run_1/flops_by_reg.png
Other sequential cells in the stronger grey, the rest of the logic in the fainter grey.
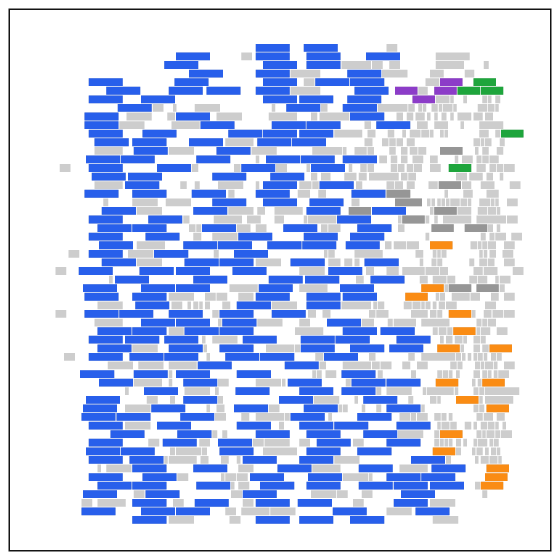
run_1/detail.png
Scale bar: 20 um. Window x 18 to 68, y 18 to 68 um. Cells in grey, sequential cells in the stronger grey; small squares are vias.
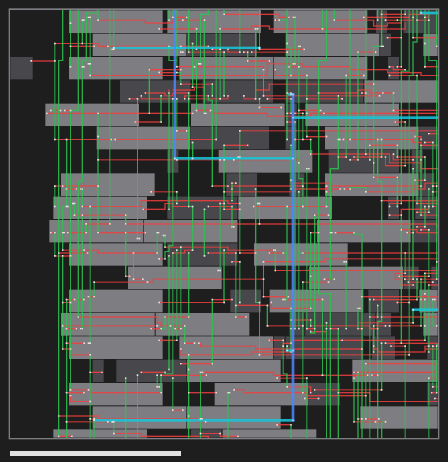
run_1/metal_density.png
Scale bar: 50 um. 34 x 34 tiles, from black (low) to pale yellow (high), scaled to the fullest tile. Values are wire area over tile area, all layers added.
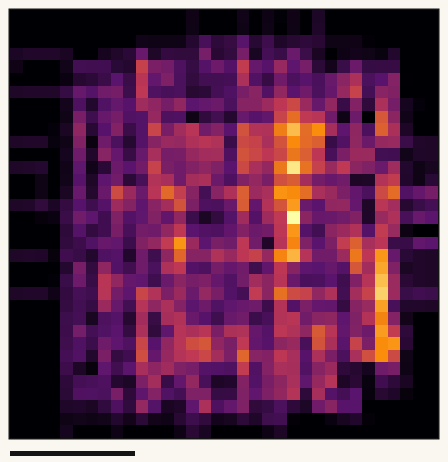
run_1/placement.png
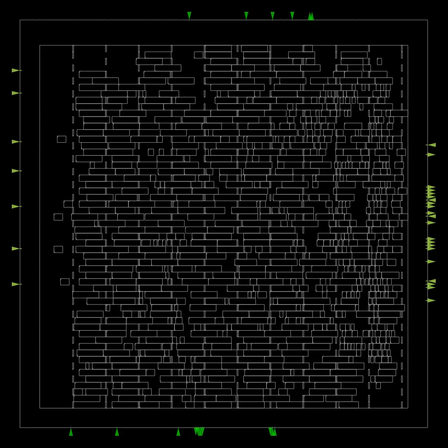
**src/rtl/phoenix_pkg.sv**
```systemverilog
// Constants and types shared by the router blocks: default flit geometry,
// packet field positions and the input-port FSM encoding.
package phoenix_pkg;

  localparam int FLIT_WIDTH_DEF = 16;
  localparam int DEPTH_DEF      = 16;

  localparam int HEADER_IDX = 0;
  localparam int SIZE_IDX   = 1;

  typedef enum logic [2:0] {
    IDLE      = 3'd0,
    REQ       = 3'd1,
    SEND_HDR  = 3'd2,
    SEND_SIZE = 3'd3,
    SEND_BODY = 3'd4
  } state_t;

endpackage

```
**src/rtl/flit_fifo.sv**
```systemverilog
// First-word-fall-through flit FIFO; dout shows the head flit and reads 0 when
// empty. Pushes while full and pops while empty are ignored.
module flit_fifo #(
  parameter int FLIT_WIDTH = 16,
  parameter int DEPTH      = 16,
  localparam int AW        = $clog2(DEPTH)
) (
  input  logic                  clock,
  input  logic                  reset,
  input  logic                  push,
  input  logic                  pop,
  input  logic [FLIT_WIDTH-1:0] din,
  output logic [FLIT_WIDTH-1:0] dout,
  output logic [AW:0]           count,
  output logic                  full,
  output logic                  empty
);

  localparam logic [AW:0] FULL_COUNT = (AW + 1)'(DEPTH);

  logic [FLIT_WIDTH-1:0] mem [DEPTH];
  logic [AW-1:0]         wr_ptr;
  logic [AW-1:0]         rd_ptr;
  logic                  do_push;
  logic                  do_pop;

  assign full    = (count == FULL_COUNT);
  assign empty   = (count == '0);
  assign do_push = push && !full;
  assign do_pop  = pop && !empty;
  assign dout    = empty ? '0 : mem[rd_ptr];

  // Pointers are exactly AW bits wide, so wrap modulo DEPTH is free.
  always_ff @(posedge clock) begin
    if (reset) begin
      wr_ptr <= '0;
      rd_ptr <= '0;
      count  <= '0;
    end else begin
      if (do_push) wr_ptr <= wr_ptr + 1'b1;
      if (do_pop)  rd_ptr <= rd_ptr + 1'b1;
      case ({do_push, do_pop})
        2'b10:   count <= count + 1'b1;
        2'b01:   count <= count - 1'b1;
        default: count <= count;
      endcase
    end
  end

  always_ff @(posedge clock) begin
    if (do_push) mem[wr_ptr] <= din;
  end

endmodule

```
**src/rtl/input_port_buffer.sv**
```systemverilog
// Router input port: buffers link flits under credit flow control, requests the
// switch for each header and streams the granted packet to the crossbar.
module input_port_buffer
  import phoenix_pkg::*;
#(
  parameter int FLIT_WIDTH = FLIT_WIDTH_DEF,
  parameter int DEPTH      = DEPTH_DEF
) (
  input  logic                  clock,
  input  logic                  reset,
  input  logic                  rx,
  input  logic [FLIT_WIDTH-1:0] data_in,
  output logic                  credit_o,
  output logic                  h,
  input  logic                  ack_h,
  output logic                  data_av,
  output logic [FLIT_WIDTH-1:0] data_out,
  input  logic                  data_ack,
  output logic                  sender,
  output state_t                state_dbg
);

  localparam int AW = $clog2(DEPTH);

  // Handshake: a flit moves to the crossbar on a cycle where data_av and
  // data_ack are both high; data_ack with data_av low has no effect.

  state_t                state;
  state_t                state_next;
  logic [FLIT_WIDTH-1:0] flit_cnt;
  logic [FLIT_WIDTH-1:0] flit_cnt_next;
  logic                  push;
  logic                  pop;
  logic                  full;
  logic                  empty;
  logic [AW:0]           count;

  assign credit_o  = !full;
  assign push      = rx && credit_o;
  assign state_dbg = state;

  flit_fifo #(
    .FLIT_WIDTH (FLIT_WIDTH),
    .DEPTH      (DEPTH)
  ) u_fifo (
    .clock (clock),
    .reset (reset),
    .push  (push),
    .pop   (pop),
    .din   (data_in),
    .dout  (data_out),
    .count (count),
    .full  (full),
    .empty (empty)
  );

  always_ff @(posedge clock) begin
    if (reset) begin
      state    <= IDLE;
      flit_cnt <= '0;
    end else begin
      state    <= state_next;
      flit_cnt <= flit_cnt_next;
    end
  end

  always_comb begin
    state_next    = state;
    flit_cnt_next = flit_cnt;
    h             = 1'b0;
    data_av       = 1'b0;
    sender        = 1'b0;
    pop           = 1'b0;
    case (state)
      IDLE: begin
        if (count != '0) state_next = REQ;
      end
      REQ: begin
        h = 1'b1;
        if (ack_h) state_next = SEND_HDR;
      end
      SEND_HDR: begin
        sender  = 1'b1;
        data_av = !empty;
        if (data_ack && !empty) begin
          pop        = 1'b1;
          state_next = SEND_SIZE;
        end
      end
      SEND_SIZE: begin
        sender  = 1'b1;
        data_av = !empty;
        if (data_ack && !empty) begin
          pop           = 1'b1;
          flit_cnt_next = data_out;
          // A zero-size packet ends with its size flit.
          state_next    = (data_out == '0) ? IDLE : SEND_BODY;
        end
      end
      SEND_BODY: begin
        sender  = 1'b1;
        data_av = !empty;
        if (data_ack && !empty) begin
          pop           = 1'b1;
          flit_cnt_next = flit_cnt - 1'b1;
          if (flit_cnt == FLIT_WIDTH'(1)) state_next = IDLE;
        end
      end
      default: state_next = IDLE;
    endcase
  end

endmodule

```
**config.mk**
```make
export PLATFORM = sky130hd
export DESIGN_NAME = input_port_buffer
export DESIGN_NICKNAME = d
export VERILOG_FILES = /design/src/rtl/phoenix_pkg.sv /design/src/rtl/flit_fifo.sv /design/src/rtl/input_port_buffer.sv
export SDC_FILE = /design/constraint.sdc
export NUM_CORES = 1
export LEC_CHECK = 0
export CAP_MARGIN = 20
export CORE_MARGIN = 8
export CORE_UTILIZATION = 50
export DETAILED_ROUTE_END_ITERATION = 6
export PLACE_DENSITY = 0.64
export SLEW_MARGIN = 40
export SYNTH_ARGS = -nofsm -noshare
export SYNTH_HDL_FRONTEND = slang
export SYNTH_SLANG_ARGS = --single-unit
```
**constraint.sdc**
```tcl
create_clock -name clock -period 4.5 [get_ports clock]
set_clock_uncertainty 0.05 [all_clocks]
set_input_delay 1.125 -clock clock [delete_from_list [all_inputs] [get_ports clock]]
set_output_delay 1.125 -clock clock [all_outputs]
set_load 0.01 [all_outputs]
```
==> run notes, run 1 <==
STA classifies the critical path startpoint as a flop. STA classifies the critical path endpoint as a primary output. The post-route fraction of the period consumed by the critical path works out to 96.5%. Setup repair after global routing left no endpoint under its margin. When the netlist entered floorplanning its net count stood at 771. The logs give 0 for the total number of yosys warnings and 0.432 ns for the final hold slack.

The run gives 35 for the maximum number of pins on one net before global-route repair. The flow ran to the end, and the final reports show no timing, DRC or antenna violations. Post-synth area from yosys stat: 12000 um2. The share of synthesized area in the top cell type comes to 63.9%. After synthesis, the share of flip-flops with an asynchronous set or reset is 0%.

The flow measured a signed area growth from synthesis to layout of 15.6%. Per the STA report, the cell with the highest stage delay on the worst path is sky130_fd_sc_hd__nor4_1. Per the post-route antenna check, the number of violating nets is 0. The commonest register cell is sky130_fd_sc_hd__edfxtp_1. Number of vias in the routed layout: 6742.

STA lists the startpoint of the worst register-to-register path as state_dbg[2]. With the number of placed I/O pins at 44, the number of clock sinks seen by CTS is 292. The count of buffers added by post-CTS timing repair for setup is 0.

Per Yosys stat, the portion of area used by sequential elements is 69.9%. The tally of buffers added on design ports was 43. The critical path buffer and inverter count was 1.

The weighted congestion at the end of routability-driven global placement is 0.816. In this run the VDD rail shows a maximum IR drop of 0.000349 V. After synthesis, the mean cell area works out to 16.3 um2. The number of DRC markers in iteration 0 was 672. TritonCTS built the clock tree. The synthesis stat section lists a flop and latch total of 292.

The arrival time of data at the worst endpoint is listed as 3.17 ns. In the Yosys report the total cell count is 740. Listed in order, past its start point the critical path passes nand3b_1, o22ai_1, nor4_1, clkdlybuf4s50_1. After synthesis the cells add up to 12000 um2. Filler cell count in the final layout: 1799.

The script logs the ratio of routed vias to standard cells as 5.90. Adding up every negative setup slack in the final design gives 0 ns. The placement stage leaves a total instance area of 12900 um2. The via count of the first global-routing pass was 6916. The leading cell type in the layout, fill and taps excluded was sky130_fd_sc_hd__edfxtp_1. The run gives 0 for the initial antenna violation count.

The tools report the last element of the critical path as data_out[1]. Clock tree synthesis selected as its root buffer the cell sky130_fd_sc_hd__clkbuf_16. The run gives 0 as the max-cap violation count. The number of flops mapped to enable cells by yosys works out to 256. The floorplan step defined a die boundary enclosing 29300 um2.

Prior to clock tree synthesis, the placed netlist has a worst setup slack of 0.440 ns. Per the OpenROAD timing report, the critical path contains 4 cells.
Back to the opening pictures, flops_by_reg.png:
colour	signal	flops
blue	u_fifo.mem	256
green	u_fifo.count	5
orange	flit_cnt	16
purple	u_fifo.wr_ptr	4
sequential logic power: 3.01 mW
Storage cell area: 8410 um2
fraction of area in registers: 60.5%
Finished Core Util: 59.0%

Back to the opening pictures, detail.png:
colour	layer
red	metal 1
green	metal 2
blue	metal 4
cyan	metal 3
netlist names of flops here include	u_fifo.mem (39)
sequential cells in the window	39
most frequent	edfxtp_1 (39), mux4_2 (8)
cells with their middle in the window	75

Back to the opening pictures, metal_density.png:
tiles over half the peak	8.5%
densest ninth of the die	middle
nearly empty tiles	21%
emptiest ninth of the die	top left
total length of routed wires: 27.2 mm
global-route usage over all layers: 18.9%
detailed-route wire length per cell: 23.8 um

Back to the opening pictures, placement.png:
Final Instance Count excl. Fillers: 1143
number of well taps: 319

## run 1: cells in the mapped netlist (11+ instances only)
master / instances
sky130_fd_sc_hd__nand2_1: 29
sky130_fd_sc_hd__nor3_1: 13
sky130_fd_sc_hd__o21ai_0: 18
sky130_fd_sc_hd__edfxtp_1: 256
sky130_fd_sc_hd__dfxtp_1: 36
sky130_fd_sc_hd__mux2i_1: 23
sky130_fd_sc_hd__o22ai_1: 18
sky130_fd_sc_hd__nand2b_1: 11
sky130_fd_sc_hd__mux4_2: 43
sky130_fd_sc_hd__inv_1: 16
sky130_fd_sc_hd__nand3_1: 11
sky130_fd_sc_hd__a21oi_1: 32
sky130_fd_sc_hd__nor2_1: 75
sky130_fd_sc_hd__clkbuf_1: 20
## run 1: cell type report
type / instances / area, um2 / share of cell area [%]
clock buffers: 41 / 801 / 5.76
clock inverters: 11 / 156 / 1.13
inverters: 17 / 63.8 / 0.459
multi-input cells: 388 / 3380 / 24.3
flip-flops and latches: 292 / 8410 / 60.5
well taps: 319 / 399 / 2.87
repair buffers: 75 / 691 / 4.97
## run 1: worst min-delay path: cells and delay by family (launching register included)
kind / cells / cell delay, ns
flops: 1 / 0.31
compound gates: 2 / 0.12
## run 1: report_power, final
part	leakage, nW	switching (mW)	internal, mW
clock	0.469	0.947	1.46
combinational	1.43	0.244	0.172
sequential	2.60	0.0254	2.98
total	4.51	1.22	4.62
## run 1: how the worst min path moves through the flow
stage                            start            to  slack, ns  cells past startpoint
final                     flit_cnt[10]  flit_cnt[10]       0.43                      2
after global routing      flit_cnt[10]  flit_cnt[10]       0.44                      2
after CTS                 flit_cnt[10]  flit_cnt[10]       0.43                      2
after detailed placement  flit_cnt[10]  flit_cnt[10]       0.42                      2
after global placement    flit_cnt[10]  flit_cnt[10]       0.42                      2
after floorplan           flit_cnt[10]  flit_cnt[10]       0.40                      2
## run 1: cell families after synthesis
group | synth area share, %
and+or+nand+nor | 7.42
adders and majority gates | 1.04
buffers and inverters | 2.49
AOI/OAI and AO/OA | 5.71
muxes | 12.6
DFF | 69.9
xor gates and xnor gates | 0.801
## run 1: metal layers
layer / up-vias / part of all wire [%] / track usage, %
met1: 3424 / 42 / 24.8
met3: 63 / 6.2 / 3.62
li1: 3037 / - / -
met4: 0 / 3.2 / 6.81
met5: - / 0 / 0
met2: 218 / 48 / 31.0
## run 1: state kept, by name, indices dropped and copies added (netlist names), named ones only
signal and flops:
flit_cnt 16, state_dbg 3, u_fifo.count 5, u_fifo.rd_ptr 4, u_fifo.mem 256, u_fifo.wr_ptr 4
==> run 1 -> run 2 <==
--- a/config.mk
+++ b/config.mk
@@ -9,6 +9,7 @@
 export CORE_MARGIN = 8
 export CORE_UTILIZATION = 50
 export DETAILED_ROUTE_END_ITERATION = 6
+export MAX_ROUTING_LAYER = met4
 export PLACE_DENSITY = 0.64
 export SLEW_MARGIN = 40
 export SYNTH_ARGS = -nofsm -noshare
==> constraint.sdc (replaced) <==
create_clock -name clock -period 4 [get_ports clock]
set_clock_uncertainty 0.05 [all_clocks]
set_input_delay 1 -clock clock [delete_from_list [all_inputs] [get_ports clock]]
set_output_delay 1 -clock clock [all_outputs]
set_load 0.01 [all_outputs]
run_2/detail.png
Scale bar: 20 um. Window x 18 to 68, y 18 to 68 um. Cells in grey, sequential cells in the stronger grey; small squares are vias.
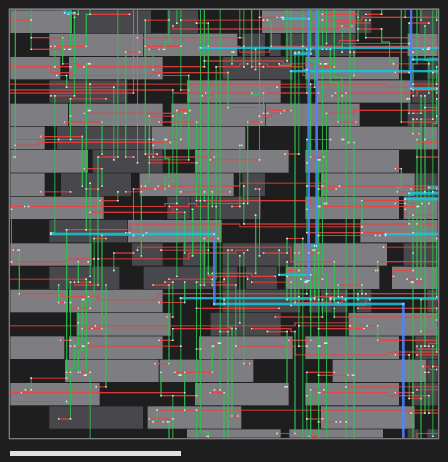
colour	layer
blue	metal 4
red	metal 1
cyan	metal 3
green	metal 2
most frequent	edfxtp_1 (43), mux4_2 (9), mux2i_1 (6)
sequential cells in the window	43
cells with their middle in the window	78
netlist names of flops here include	u_fifo.mem (43)

run_2/placement.png
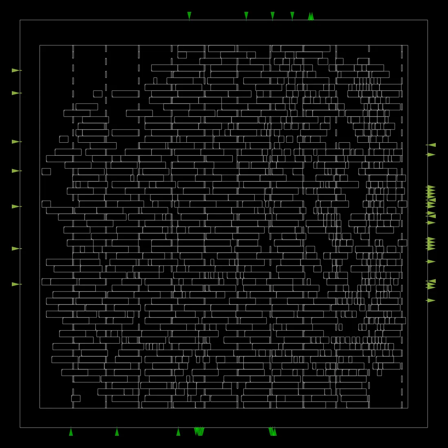
std cell rows: 56
Filler Cells Inserted: 1788

==> run notes, run 2 <==
The fraction of post-synthesis cell area in the top cell type by area came out at 63.9% (unchanged). The number of vias in the routed layout is 7008 (+3.9%), and the final hold slack is 0.430 ns (-0.00116 ns). The share of flip-flops with an asynchronous set or reset came out at 0% (unchanged). The largest registers in the layout are u_fifo.mem x256, flit_cnt x16, u_fifo.count x5. The tally of non-filler cells in the final layout came out at 1172 (+2.5%). Kind of launch point of the worst setup path: a flop.

Post-route period utilization is reported as 97.9%. The post-detailed-route wirelength per cell was 24.2 um (+1.8%). Among all flip-flop cells after synthesis, the most frequent one is sky130_fd_sc_hd__edfxtp_1. The largest family of logic cells by area is multiplexers. The area fraction in full adders, half adders and majority gates is 1.04% (unchanged), and the post-route setup TNS is 0 ns (unchanged). The part of the Yosys area used for sequential elements was 69.9% (unchanged). With the mux share of post-synthesis cell area at 12.6% (unchanged), the clock group share of total power is 42.7% (+1.4 points). The endpoint arrival time on the critical path was 2.87 ns (-0.30 ns). With the via-per-instance ratio at 5.98 (+1.4%), the area growth from synthesis to layout is 19.0%. The overall routing resource usage is 19.8% (+0.95 points).

The most common logic cell in the final layout is sky130_fd_sc_hd__edfxtp_1. Standard cell area after detailed placement: 13000 um2 (+0.64%). The proportion of power drawn by flip-flops and latches was 49.9% (-1.7 points); the number of placed I/O pins was 44 (unchanged). Synthesized net count: 771 (unchanged). The weighted congestion at the end of routability-driven global placement was 0.811 (-0.54%). The number of cells on the worst hold path is 2 (unchanged). The synthesis run shows the most used standard cells to be sky130_fd_sc_hd__edfxtp_1, sky130_fd_sc_hd__nor2_1, sky130_fd_sc_hd__mux4_2, sky130_fd_sc_hd__dfxtp_1, sky130_fd_sc_hd__a21oi_1. The chip area is 29300 um2 (unchanged), and the via count of the first global-routing pass is 7114 (+2.9%). TritonCTS built the clock tree.

The register name with the most flops was u_fifo.mem. The area fraction in and, or, nand and nor cells after synthesis works out to 7.42% (unchanged). The kind of end point of the critical path is a primary output. The most numerous cell in the Yosys netlist was sky130_fd_sc_hd__edfxtp_1.

The run finished with clean final reports. The initial antenna violation count is 0 (unchanged). The maximum number of pins on one net before global-route repair is 36 (+2.9%), and the max-cap violation count is 0 (unchanged). The tree is rooted in a sky130_fd_sc_hd__clkbuf_16.

The post-route antenna net violation count was 0 (unchanged); the switching portion of total power was 22.1% (+1.2 points).
run 2: repair_timing:
item	in CTS	in global routing
setup endpoints to repair	14	10
resized	6	14
pin swaps	0	1
gates cloned	0	2
setup buffers	3	10
endpoints found under the hold margin	0	0
run 2: worst paths after layout:
check	to	from	slack, ns
max	data_out[9]	flop	0.08
min	flit_cnt[10]	flit_cnt[10]	0.43
max reg2reg	state_dbg[2]	flop	0.92
min reg2reg	flit_cnt[10]	flit_cnt[10]	0.43
run 2: kinds of logic (layout without fill, tap and decap cells):
kind of cell / Yosys count / after routing
AND-OR/OR-AND: 105 / 105
XOR/XNOR: 11 / 11
adder cells (fa/ha/maj): 10 / 10
buffers and inverters: 60 / 173
flip-flops: 292 / 292
multiplexers: 84 / 84
AND/OR/NAND/NOR: 178 / 178
run 2: layer usage:
layer / GRT usage (%) / vias up / wire length, um
met1: 25.1 / 3557 / 11500
met2: 31.9 / 306 / 13800
met4: 5.82 / 0 / 892
met3: 4.26 / 61 / 2230
met5: - / - / 0
li1: - / 3084 / -
run 2: layout make-up:
class	instances	area, um2
fill	1788	9230
tap	319	399
sequential	292	8420
clock inverter	24	280
inverter	17	63.8
timing repair buffer	100	972
clock buffer	32	758
multi-input combinational	388	3430
run 2: critical path, stage by stage (launching register included):
cell and delay [ns]:
sky130_fd_sc_hd__dfxtp_4 0.45, sky130_fd_sc_hd__buf_12 0.18, sky130_fd_sc_hd__buf_12 0.11, sky130_fd_sc_hd__mux4_2 0.47, sky130_fd_sc_hd__mux2i_1 0.42, sky130_fd_sc_hd__a21oi_2 0.17, sky130_fd_sc_hd__clkdlybuf4s50_1 0.51
run 2: power by group through the flow:
stage | Clock (mW) | Sequential [mW] | Combinational (mW)
finish | 2.89 | 3.38 | 0.502
global route | 3.05 | 3.39 | 0.539
CTS | 2.94 | 3.38 | 0.485
detailed placement | 0 | 3.45 | 0.481
global placement | 0 | 3.45 | 0.470
floorplan | 0 | 3.44 | 0.255
Power is estimated from default activity; no workload was simulated.
